==> src/rtl/mmio_pwm_bank_if.sv <==
// CPU register bus seen by mmio_pwm_bank: strobes, word address, write data and
// registered read data.
interface mmio_pwm_bank_if;
    logic        read_enable;
    logic        write_enable;
    logic [15:0] address;
    logic [15:0] write_data;
    logic [15:0] read_data;

    modport master (
        output read_enable, write_enable, address, write_data,
        input  read_data
    );

    modport slave (
        input  read_enable, write_enable, address, write_data,
        output read_data
    );
endinterface

==> src/rtl/mmio_pwm_bank.sv <==
// Multi-channel memory-mapped PWM with a shared period, duty shadows latched on wrap
// and per-channel auto mode driven by the ADC sample stream.
module mmio_pwm_bank #(
    parameter int unsigned CHANNELS     = 4,
    parameter int unsigned WIDTH        = 8,
    parameter int unsigned SAMPLE_WIDTH = 10,
    parameter logic [15:0] BASE_ADDR    = 16'h8000
) (
    input  logic                    clock,
    input  logic                    reset,
    mmio_pwm_bank_if.slave          bus,
    input  logic [SAMPLE_WIDTH-1:0] sample,
    input  logic                    sample_valid,
    output logic [CHANNELS-1:0]     pulse,
    output logic                    period_tick
);
    logic [15:0]         offset;
    logic                in_window;
    logic                ctrl_sel;
    logic                period_sel;
    logic                status_sel;
    logic [CHANNELS-1:0] duty_sel;

    logic [CHANNELS-1:0] enable_q;
    logic [CHANNELS-1:0] auto_q;
    logic [WIDTH-1:0]    period_q;
    logic [WIDTH-1:0]    counter_q;
    logic [WIDTH-1:0]    shadow_q [CHANNELS];
    logic [WIDTH-1:0]    shadow_d [CHANNELS];
    logic [WIDTH-1:0]    active_q [CHANNELS];
    logic                wrap_flag_q;
    logic [CHANNELS-1:0] pulse_q;
    logic [CHANNELS-1:0] pulse_d;
    logic                tick_q;
    logic [15:0]         read_data_q;
    logic [15:0]         rd_value;
    logic [WIDTH-1:0]    sample_duty;
    logic                wrap;
    logic                unused_inputs;

    // Window check by subtraction so an unaligned BASE_ADDR still decodes correctly.
    assign offset     = bus.address - BASE_ADDR;
    assign in_window  = offset < 16'd16;
    assign ctrl_sel   = in_window && (offset[3:0] == 4'd0);
    assign period_sel = in_window && (offset[3:0] == 4'd1);
    assign status_sel = in_window && (offset[3:0] == 4'd2);

    for (genvar i = 0; i < CHANNELS; i++) begin : g_duty_sel
        assign duty_sel[i] = in_window && (offset[3:0] == 4'(4 + i));
    end

    if (SAMPLE_WIDTH >= WIDTH) begin : g_sample_msb
        assign sample_duty = sample[SAMPLE_WIDTH-1 -: WIDTH];
    end else begin : g_sample_zext
        assign sample_duty = {{(WIDTH - SAMPLE_WIDTH){1'b0}}, sample};
    end

    assign unused_inputs = ^{bus.write_data, sample};

    assign wrap = counter_q >= period_q;

    // CPU write beats an auto-mode sample arriving in the same cycle.
    always_comb begin
        for (int i = 0; i < CHANNELS; i++) begin
            shadow_d[i] = shadow_q[i];
            if (bus.write_enable && duty_sel[i]) begin
                shadow_d[i] = bus.write_data[WIDTH-1:0];
            end else if (auto_q[i] && sample_valid) begin
                shadow_d[i] = sample_duty;
            end
        end
    end

    always_comb begin
        rd_value = '0;
        if (ctrl_sel) begin
            rd_value[CHANNELS-1:0] = enable_q;
            rd_value[8 +: CHANNELS] = auto_q;
        end
        if (period_sel) rd_value[WIDTH-1:0] = period_q;
        if (status_sel) rd_value[0] = wrap_flag_q;
        for (int i = 0; i < CHANNELS; i++) begin
            if (duty_sel[i]) rd_value[WIDTH-1:0] = shadow_q[i];
        end
    end

    always_comb begin
        pulse_d = '0;
        for (int i = 0; i < CHANNELS; i++) begin
            pulse_d[i] = enable_q[i] && (counter_q < active_q[i]);
        end
    end

    always_ff @(posedge clock or posedge reset) begin
        if (reset) begin
            counter_q   <= '0;
            period_q    <= '1;
            enable_q    <= '0;
            auto_q      <= '0;
            wrap_flag_q <= 1'b0;
            pulse_q     <= '0;
            tick_q      <= 1'b0;
            read_data_q <= '0;
            for (int i = 0; i < CHANNELS; i++) begin
                shadow_q[i] <= '0;
                active_q[i] <= '0;
            end
        end else begin
            counter_q <= wrap ? '0 : counter_q + WIDTH'(1);
            tick_q    <= wrap;
            if (bus.write_enable && ctrl_sel) begin
                enable_q <= bus.write_data[CHANNELS-1:0];
                auto_q   <= bus.write_data[8 +: CHANNELS];
            end
            if (bus.write_enable && period_sel) period_q <= bus.write_data[WIDTH-1:0];
            // A wrap in the same cycle as a STATUS read keeps the flag set.
            if (wrap) begin
                wrap_flag_q <= 1'b1;
            end else if (bus.read_enable && status_sel) begin
                wrap_flag_q <= 1'b0;
            end
            for (int i = 0; i < CHANNELS; i++) begin
                shadow_q[i] <= shadow_d[i];
                if (wrap) active_q[i] <= shadow_d[i];
            end
            pulse_q     <= pulse_d;
            read_data_q <= bus.read_enable ? rd_value : '0;
        end
    end

    assign pulse         = pulse_q;
    assign period_tick   = tick_q;
    assign bus.read_data = read_data_q;
endmodule

==> src/flat_wrapper.sv <==
// flat-port wrapper written by rule: the top's interface ports become plain ports
module mmio_pwm_bank_flat 
#(
    parameter int unsigned CHANNELS     = 4,
    parameter int unsigned WIDTH        = 8,
    parameter int unsigned SAMPLE_WIDTH = 10,
    parameter logic [15:0] BASE_ADDR    = 16'h8000
)
  (clock, reset, sample, sample_valid, pulse, period_tick, bus_read_enable, bus_write_enable, bus_address, bus_write_data, bus_read_data);
  mmio_pwm_bank_if bus_i ();
  input  logic clock;
  input  logic reset;
  input  logic [SAMPLE_WIDTH-1:0] sample;
  input  logic sample_valid;
  output logic [CHANNELS-1:0] pulse;
  output logic period_tick;
  input wire logic [$bits(bus_i.read_enable)-1:0] bus_read_enable;
  input wire logic [$bits(bus_i.write_enable)-1:0] bus_write_enable;
  input wire logic [$bits(bus_i.address)-1:0] bus_address;
  input wire logic [$bits(bus_i.write_data)-1:0] bus_write_data;
  output wire logic [$bits(bus_i.read_data)-1:0] bus_read_data;
  assign bus_i.read_enable = bus_read_enable;
  assign bus_i.write_enable = bus_write_enable;
  assign bus_i.address = bus_address;
  assign bus_i.write_data = bus_write_data;
  assign bus_read_data = bus_i.read_data;
  mmio_pwm_bank #(.CHANNELS(CHANNELS), .WIDTH(WIDTH), .SAMPLE_WIDTH(SAMPLE_WIDTH), .BASE_ADDR(BASE_ADDR)) u_core (.clock(clock), .reset(reset), .bus(bus_i), .sample(sample), .sample_valid(sample_valid), .pulse(pulse), .period_tick(period_tick));
endmodule
==> config.mk <==
export PLATFORM = sky130hd
export DESIGN_NAME = mmio_pwm_bank_flat
export DESIGN_NICKNAME = d
export VERILOG_FILES = /design/src/rtl/mmio_pwm_bank_if.sv /design/src/rtl/mmio_pwm_bank.sv /design/src/flat_wrapper.sv
export SDC_FILE = /design/constraint.sdc
export NUM_CORES = 1
export LEC_CHECK = 0
export CAP_MARGIN = 25
export CORE_MARGIN = 5
export CORE_UTILIZATION = 49
export CTS_BUF_LIST = sky130_fd_sc_hd__clkbuf_4 sky130_fd_sc_hd__clkbuf_8
export DETAILED_ROUTE_END_ITERATION = 8
export PLACE_DENSITY_LB_ADDON = 0.05
export SETUP_SLACK_MARGIN = 0.1
export SYNTH_ARGS = -nofsm -noshare
export SYNTH_HDL_FRONTEND = slang
export SYNTH_SLANG_ARGS = --single-unit
export TNS_END_PERCENT = 100
==> constraint.sdc <==
create_clock -name clock -period 7.2 [get_ports clock]
set_input_delay 0.72 -clock clock [delete_from_list [all_inputs] [get_ports clock]]
set_output_delay 0.72 -clock clock [all_outputs]
set_load 0.03 [all_outputs]
Fig. 1: run 1, routing congestion map
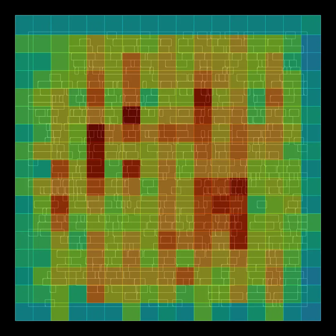
met3 track utilization from global routing: 0.0437
routed len/inst: 20.5 um
global routing usage on met2: 0.314
global routing usage on met1: 0.302
Core Util, Final: 0.579

Fig. 2: run 1, PDN straps and rails
The bar under the picture is 20 um long. Pins as bars on the die edge.
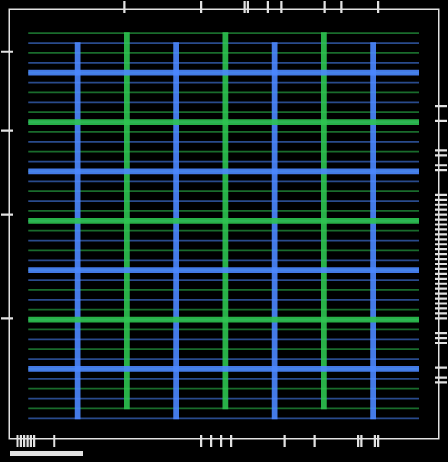
[blue] VSS
[green] VDD
signal pins: 68
met4 straps: 7
rows: 39
die x size: 118 um
DIE HEIGHT: 118 um

==> ci_impl_report.md, run 1 <==
## Implementation flow summary

| Metric | Value |
|---|---|
| Most common cell after layout, fill and taps aside | dfrtp_1 |
| Number of hold-slack violations in the final timing report | 0 |
| Worst setup slack for register-to-register paths | 4620 ps |
| Result of the run | completed |
| Max-capacitance violation count | 0 |
| Fraction of power spent switching nets | 0.228 |
| Number of global-route vias before repair | slightly above 4000 |
| Post-Synthesis Mean Instance Area | 11.6 um2 |
| Number of nets in the finished design | about 630 |
| Reg2reg end | u_core.active_q[18]$_DFFE_PP0N_ |
| Combinational share of power | 0.059 |
| Setup-failing EPs final | 0 |
| Maximum frequency from static timing analysis | 0.264 GHz |
| Post-layout instance count excluding filler cells | 689 |
| Worst setup endpoint | u_core.active_q[12]$_DFFE_PP0N_ |
| #FFs+latches synth | approximately 110 |
| First-pass GRT wire length | 22900 um |
| Logic share of the area | 0.423 |
| Total of clock buffers placed in the layout | 14 |
| Synth Seq Share | 0.467 |
| Post-cts hold-fix buffer tally | 0 |
| Path type of the worst min-delay path | reg2reg |
| Synthesized instance count | between 400 and 500 |
| Launch point of the worst reg-to-reg path | u_core.period_q[5]$_DFFE_PP1P_ |
| Setup repair bufs after CTS | 0 |
| Leakage component of the power | 0.00316 uW |
| Initial core utilization | 0.500 |
| Delay contributed by the slowest stage of the critical path | 790 ps |
| Layout area overhead | 15.9% |
| Fraction of final layout cells with drive strength greater than 1 | 0.238 |
| Cell Int Power | 820 uW |
| Core Region | 11400 um2 |
| Async SR Flop Fraction | 1.00 |
| Worst EP required | between 7000 and 8000 ps |
| H-Tree Depth | 3 |
| Group drawing the most power | sequential cells |
| Clock input transition at the sequential cells of the worst setup and hold paths | 100 ps |
| Flip-flops | 106 |
| First-pass iteration count of the detailed router | 4 |
| Clk cell area share | 0.0325 |
| Cell with the largest stage delay on the worst path | nor4b_2 |
| Dominant kind of cell by area | multi-input combinational cells |
| Data arrival time of the worst path | 4070 ps |
| Number of well taps | 143 |
| Antenna violation net count after detailed routing | 0 |
| Worst Path Buf+Inv | 1 |
| Cells on worst reg2reg path | 6 |
| Distinct lib cells used | 51 |
| Power in combinational cells | 62.4 uW |
| Final setup TNS | 0 ps |
| Largest vdd supply drop | 99.5 uV |
| Crit path top cell by count | mux2_2 |
Fig. 3: run 1, cell classes on the final placement
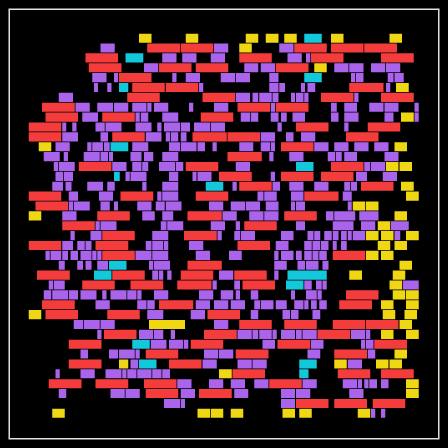
[red] sequential cells | cells: 106
[yellow] remaining buffers and delay cells | cells: 59
[cyan] clock drivers and dummy loads | cells: 16
[purple] combinational and other logic | cells: 365

-- run 1: kinds of logic after synthesis --
family                   synth area share
flip-flops                          0.467
adder cells (fa/ha/maj)            0.0811
multiplexers                        0.214
AND/OR/NAND/NOR                     0.101
buffers and inverters              0.0452
XOR/XNOR                          0.00921
other                            0.000657
AND-OR/OR-AND                      0.0820
-- run 1: layer usage --
metal / up-vias / wire [um] / global-route usage
li1: 1854 / - / -
met2: 119 / 6290 / 0.314
met3: 22 / 722 / 0.0437
met4: 0 / 333 / 0.0796
met1: 1947 / 6800 / 0.302
met5: - / 0 / 0
-- run 1: cells in the mapped netlist, drive strengths merged, types with 3 or more instances --
| cell | count | share of area |
|---|---|---|
| buf | 9 | 0.010 |
| a22oi | 4 | 0.0053 |
| o31a | 4 | 0.0061 |
| nand4 | 3 | 0.0033 |
| o22ai | 5 | 0.0055 |
| inv | 40 | 0.026 |
| nand2b | 8 | 0.0088 |
| mux2i | 13 | 0.023 |
| clkbuf | 13 | 0.0086 |
| mux2 | 97 | 0.19 |
| a21o | 16 | 0.021 |
| and3 | 5 | 0.0055 |
| nor4 | 12 | 0.014 |
| dfstp | 8 | 0.037 |
| ha | 37 | 0.081 |
| dfrtp | 98 | 0.43 |
| or4b | 3 | 0.0059 |
| xor2 | 5 | 0.0077 |
| nand3 | 15 | 0.014 |
| nand2 | 14 | 0.0092 |
| nor3 | 4 | 0.0075 |
| nor2 | 22 | 0.014 |
| nor2b | 3 | 0.0033 |
| a21oi | 17 | 0.015 |
| o21ai | 6 | 0.0053 |
| a211oi | 4 | 0.0053 |
| and2 | 6 | 0.0066 |
-- run 1: per-stage QoR --
step	cell area, um2	hold slack, ps
after global placement	6370	464
after detailed placement	6370	471
after global routing	6610	524
after floorplan	5720	450
after CTS	6590	494
final	6610	497
Fig. 4: run 1, local utilization
The bar under the picture is 20 um long. 12 x 12 tiles, from black (low) to pale yellow (high), 0 to 100% covered.
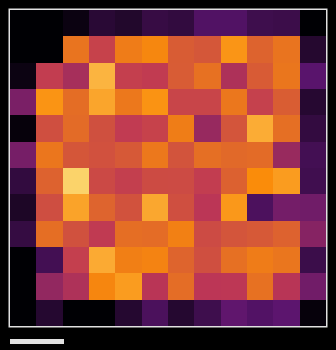

==> run 1 -> run 2 <==
==> constraint.sdc (replaced) <==
create_clock -name clock -period 3.3 [get_ports clock]
set_input_delay 0.33 -clock clock [delete_from_list [all_inputs] [get_ports clock]]
set_output_delay 0.33 -clock clock [all_outputs]
set_load 0.03 [all_outputs]
Fig. 5: run 2, local utilization
The bar under the picture is 20 um long. 12 x 12 tiles, from black (low) to pale yellow (high), 0 to 100% covered.
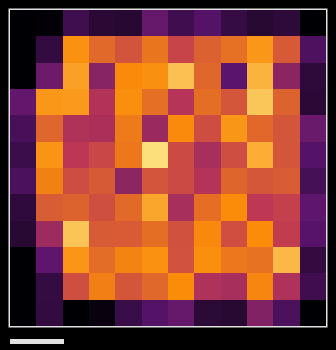
mean over tiles: 47%
nearly empty tiles: 6.9%
fullest tile: 93%
tiles over 75% full: 14%
densest ninth of the die: middle
initial core utilization: 0.500
Core Region: 11400 um2
Core Util, Final: 0.587

Fig. 6: run 2, cell classes on the final placement
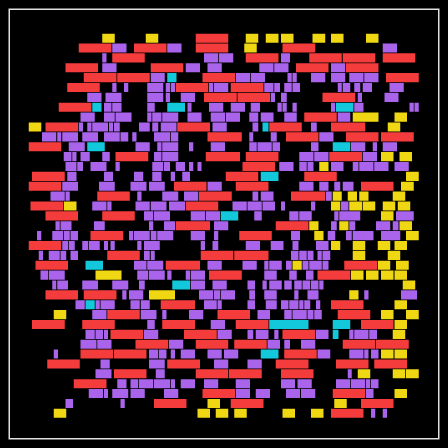
[red] sequential cells | cells: 106
[cyan] clock drivers and dummy loads | cells: 16
[yellow] remaining buffers and delay cells | cells: 71
[purple] combinational and other logic | cells: 365
proportion of cell area occupied by registers: 0.397
final instance area: 6710 um2
number of standard-cell rows in the floorplan: 39

==> run 2 against run 1 <==
Synthesized cell count did not move. Non-clock buffer count rose by 12. Synthesized area did not move. Clock power rose by 100%. Critical endpoint is now u_core.active_q[0]$_DFFE_PP0N_. Sequential power rose by 120%. Core utilization rose by 0.81 points. Hold slack got worse by 110 ps. Total power rose by 110%. Register-to-register slack got worse by 3700 ps. Critical path depth did not move. Sequential share of layout area fell by 0.56 points.
==> ci_impl_report.md, run 2 <==
## Implementation flow summary

| Metric | Value |
|---|---|
| First-pass iteration count of the detailed router | 4 (unchanged) |
| Post-Synthesis Mean Instance Area | 11.6 um2 (unchanged) |
| Post-cts hold-fix buffer tally | 0 (unchanged) |
| Largest vdd supply drop | 247 uV (+150%) |
| First-pass GRT wire length | 23100 um (+0.66%) |
| Number of global-route vias before repair | 4151 (+2.9%) |
| Clock tree from TritonCTS | yes |
| Async SR Flop Fraction | 1.00 (unchanged) |
| Distinct lib cells used | 51 (unchanged) |
| Setup slack after layout | 690 ps |
| Setup-failing EPs final | 0 (unchanged) |
| Antenna violation net count after detailed routing | 0 (unchanged) |
| Portion of synthesized cell area occupied by the leading cell type | 0.430 (unchanged) |
| Fraction of final layout cells with drive strength greater than 1 | 0.254 (+0.0164) |
| Pin count of the biggest net entering global routing | 60 |
| #FFs+latches synth | 106 (unchanged) |
| Die x size | 118 um (unchanged) |
| Result of the run | completed |
| Area after detailed placement | 6490 um2 (+1.8%) |
| Path type of the worst min-delay path | in2async |
| Synthesized instance count | 490 (unchanged) |
| GRT Max-Usage Layer | met2 |
| Number of hold-slack violations in the final timing report | 0 (unchanged) |
| Most common cell after layout, fill and taps aside | dfrtp_1 |
| Synth Seq Share | 0.467 (unchanged) |
| Largest area contributor in the synthesized netlist | dfrtp_1 |
| Layout area overhead | 17.5% |
| Setup repair bufs after CTS | 0 (unchanged) |
| Worst EP required | 3620 ps (-3860 ps) |
| Routed len/inst | 20.2 um (-1.7%) |
| Most used standard cell by instance count after synthesis | dfrtp_1 |
| Hold slack final | 384 ps (-114 ps) |
| Met3 track utilization from global routing | 0.0461 (+0.00240) |
| Maximum frequency from static timing analysis | 0.383 GHz |
| Number of nets in the finished design | 637 (+1.9%) |
| Cell types occupying the most area after synthesis | dfrtp_1 43%, mux2_2 19%, ha_1 8.1%, dfstp_2 3.7%, inv_1 2.6% |
| Routed metal-1 wire length | 6610 um (-2.9%) |
| Data arrival time of the worst path | 2920 ps (-1150 ps) |
| Global routing usage on met2 | 0.327 (+0.0127) |
| H-Tree Depth | 3 (unchanged) |
| Leakage component of the power | 0.00321 uW (+1.8%) |
| Global-route usage over all layers | 0.212 |
| Iteration-0 DRC count of the detailed router | about 290 |
| Total met2 wirelength after detailed routing | 6370 um (+1.3%) |
| Max-capacitance violation count | 0 (unchanged) |
| Clock input transition at the sequential cells of the worst setup and hold paths | 90 ps (about the same) |
| DIE HEIGHT | 118 um (unchanged) |
| Post-layout instance count excluding filler cells | 701 (+1.7%) |
| Final setup TNS | 0 ps (unchanged) |
## run 2: critical path, cell delays in order
cell and delay, ps:
clkdlybuf4s50_1 400, or4b_4 550, or3_4 450, or3_1 580, a21oi_1 380, mux2_2 220
## run 2: layout make-up
type / count / area [um2]
clock inverters: 3 / 40.0
multi-input cells: 325 / 2800
repair buffers: 71 / 713
flip-flops and latches: 106 / 2660
inverters: 40 / 153
fillers: 1007 / 4710
well taps: 143 / 179
clock buffers: 13 / 160
## run 2: cell families after synthesis
family / after synthesis / share of synthesized area
muxes: 110 / 0.214
other: 1 / 0.000657
DFF: 106 / 0.467
xor gates and xnor gates: 6 / 0.00921
adders and majority gates: 37 / 0.0811
and+or+nand+nor: 100 / 0.101
buffers and inverters: 62 / 0.0452
AOI/OAI and AO/OA: 68 / 0.0820
## run 2: path summary, 6_finish.rpt
check / startpoint / end / slack (ps) / depth (start not counted)
worst max-delay path: bus_address[14] / u_core.active_q[0]$_DFFE_PP0N_ / 690 / 6
worst min-delay path: reset / u_core.active_q[9]$_DFFE_PP0N_ / 380 / 2
worst max register to register: u_core.period_q[5]$_DFFE_PP1P_ / u_core.active_q[31]$_DFFE_PP0N_ / 890 / 7
worst min register to register: u_core.wrap_flag_q$_DFFE_PP0P_ / u_core.wrap_flag_q$_DFFE_PP0P_ / 500 / 1
max in group asynchronous: reset / u_core.period_q[7]$_DFFE_PP1P_ / 2110 / 3
min in group clock: u_core.wrap_flag_q$_DFFE_PP0P_ / u_core.wrap_flag_q$_DFFE_PP0P_ / 500 / 1
## run 2: power breakdown
group	switching [uW]	leakage, uW	total [uW]	internal [uW]
clock	419	0.000108	814	395
sequential	1.36	0.00144	1300	1300
combinational	78.0	0.00166	139	61.1
==> run 2 -> run 3 <==
==> constraint.sdc (replaced) <==
create_clock -name clock -period 2.7 [get_ports clock]
set_input_delay 0.27 -clock clock [delete_from_list [all_inputs] [get_ports clock]]
set_output_delay 0.27 -clock clock [all_outputs]
set_load 0.03 [all_outputs]
Fig. 7: run 3, nets reached from selected ports
The bar under the picture is 20 um long.
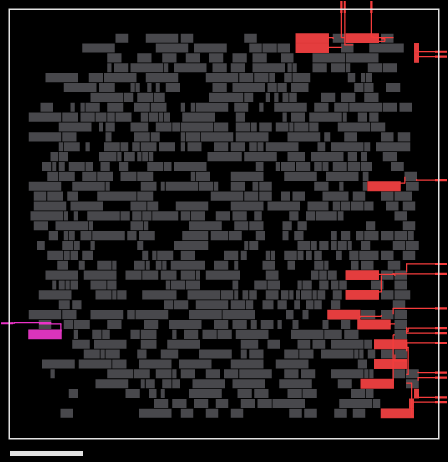
[magenta] `period_tick` | bits: 1 | direction: output | edge: left | end cells: 1 | buffers: 1 | wire: 19.0 um
[red] `bus_read_data` | bits: 16 | direction: output | edge: 13 right, 3 top | end cells: 16 | buffers: 12 | wire: 204 um

Fig. 8: run 3, routing congestion map
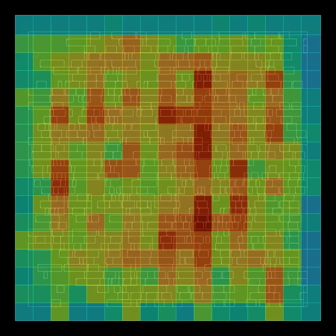
met3 track utilization from global routing: 0.0524
routed len/inst: 19.8 um
global-route usage over all layers: 0.214
global routing usage on met1: 0.305

==> run 3 against run 2 <==
Hold slack got worse by 130 ps. Sequential share of layout area decreased by 0.90 points. Cell count grew 2.7%. Routed wire length grew 0.89%. Die size unchanged. Total power increased by 23%. Clock skew rose by 4.3 ps. Clock power rose by 22%. First-iteration DRC count decreased by 14%. Cell area increased by 2.3%. Combinational power is 29% higher.
==> ci_impl_report.md, run 3 <==
## Implementation flow summary

| Metric | Value |
|---|---|
| Largest area contributor in the synthesized netlist | dfrtp_1 |
| Number of standard-cell rows in the floorplan | 39 (unchanged) |
| Unrepaired setup endpoints after global routing | false |
| Layout area overhead | 20.3% |
| Pin count of the biggest net entering global routing | 42 (-30%) |
| Data arrival time of the worst path | 2660 ps (-260 ps) |
| Portion of synthesized cell area occupied by the leading cell type | 0.430 (unchanged) |
| Reg2reg end | u_core.active_q[10]$_DFFE_PP0N_ |
| Setup-failing EPs final | 0 (unchanged) |
| Total congestion overflow after global routing | 0 |
| Cell types occupying the most area after synthesis | dfrtp_1 43%, mux2_2 19%, ha_1 8.1%, dfstp_2 3.7%, inv_1 2.6% |
| Post-cts hold-fix buffer tally | 0 (unchanged) |
| Core Util, Final | 0.601 (+0.0137) |
| Fraction of final layout cells with drive strength greater than 1 | 0.279 (+0.0245) |
| Area after detailed placement | 6660 um2 (+2.7%) |
| First-pass GRT wire length | 23300 um (+0.96%) |
| Prevailing logic family in the synthesized netlist | multiplexers |
| Clock tree from TritonCTS | yes |
| Final instance area | 6860 um2 (+2.3%) |
| Post-Synthesis Mean Instance Area | 11.6 um2 (unchanged) |
| First-pass iteration count of the detailed router | 4 (unchanged) |
| # port buffers | 57 |
| Path type of the worst min-delay path | in2async |
| Maximum frequency from static timing analysis | 0.417 GHz |
| Antenna violation net count after detailed routing | 0 (unchanged) |
| Cells on worst reg2reg path | 7 (unchanged) |
| Post-synthesis compound-gate area fraction | 0.0820 (unchanged) |
| Largest vdd supply drop | 354 uV (+43%) |
| #FFs+latches synth | 106 (unchanged) |
| DIE HEIGHT | 118 um (unchanged) |
| Leakage component of the power | 0.00329 uW (+2.5%) |
| Result of the run | completed |
| Max-capacitance violation count | 0 (unchanged) |
| Post-layout instance count excluding filler cells | 720 (+2.7%) |
| Distinct lib cells used | 51 (unchanged) |
| Number of global-route vias before repair | 4157 (+0.14%) |
| Async SR Flop Fraction | 1.00 (unchanged) |
| Number of hold-slack violations in the final timing report | 0 (unchanged) |
| Worst EP required | 2960 ps (-660 ps) |
| Setup slack after layout | 303 ps (-387 ps) |
| Number of nets in the finished design | 656 (+3.0%) |
| Die x size | 118 um (unchanged) |
| Most used standard cell by instance count after synthesis | dfrtp_1 |
| Fa+ha+maj area frac | 0.0811 (unchanged) |
| Initial core utilization | 0.500 (unchanged) |
| Basic-gate share of the synthesized area counting and, or, nand and nor cells | 0.101 (unchanged) |
| Xor and xnor fraction of the mapped netlist area | 0.00921 (unchanged) |
| Critical path start-end classification | in2reg |
| Hold slack final | 253 ps (-131 ps) |
| Synthesized instance count | 490 (unchanged) |
| Synth Seq Share | 0.467 (unchanged) |
| Most common cell after layout, fill and taps aside | dfrtp_1 |
| Worst setup path startpoint | bus_address[14] |
| Final setup TNS | 0 ps (unchanged) |
| Setup repair bufs after CTS | 0 (unchanged) |
| Launch point of the worst reg-to-reg path | u_core.period_q[5]$_DFFE_PP1P_ |
| Worst setup slack for register-to-register paths | 430 ps (-460 ps) |
run 3: power by group:
group          internal (uW)  leakage, uW  switching, uW
Sequential              1590      0.00144           1.64
Combinational           81.2      0.00175           97.4
Clock                    461    0.0000987            534
run 3: logic make-up (layout without fill, tap and decap cells):
kind of cell	after synthesis	after routing
adder cells (fa/ha/maj)	37	37
XOR/XNOR	6	6
other	1	4
multiplexers	110	110
AND/OR/NAND/NOR	100	100
buffers and inverters	62	146
flip-flops	106	106
AND-OR/OR-AND	68	68
run 3: per-layer routing:
metal	track usage	part of all wire	wire, um	vias up
met2	0.328	0.46	6580	99
met5	0	0	0	-
met1	0.305	0.48	6810	1979
li1	-	-	-	1914
met3	0.0524	0.050	710	8
met4	0.0573	0.012	178	0
run 3: worst max-delay path: stages:
cell and delay, ps:
clkdlybuf4s50_1 400, or4b_4 540, or3_4 410, nor3_4 210, buf_4 180, mux2_2 370
mux2_2 270
run 3: worst max-delay path by stage:
stage	slack, ps	cells after the start	endpoint
6_report	300	7	u_core.active_q[25]$_DFFE_PP0N_
5_1_grt	240	8	u_core.active_q[9]$_DFFE_PP0N_
4_1_cts	310	8	u_core.active_q[8]$_DFFE_PP0N_
3_5_place_dp	-90	8	u_core.active_q[8]$_DFFE_PP0N_
3_3_place_gp	-80	8	u_core.active_q[8]$_DFFE_PP0N_
2_1_floorplan	340	6	u_core.active_q[16]$_DFFE_PP0N_
run 3: final cells by class:
type / instances / area (um2) / area share
tap: 143 / 179 / 0.0261
inverter: 40 / 154 / 0.0224
clock buffer: 11 / 145 / 0.0211
sequential: 106 / 2660 / 0.388
clock inverter: 5 / 55.1 / 0.00802
multi-input combinational: 325 / 2800 / 0.408
timing repair buffer: 90 / 868 / 0.127
No activity file was given, so power comes from the tool's default toggle rates.
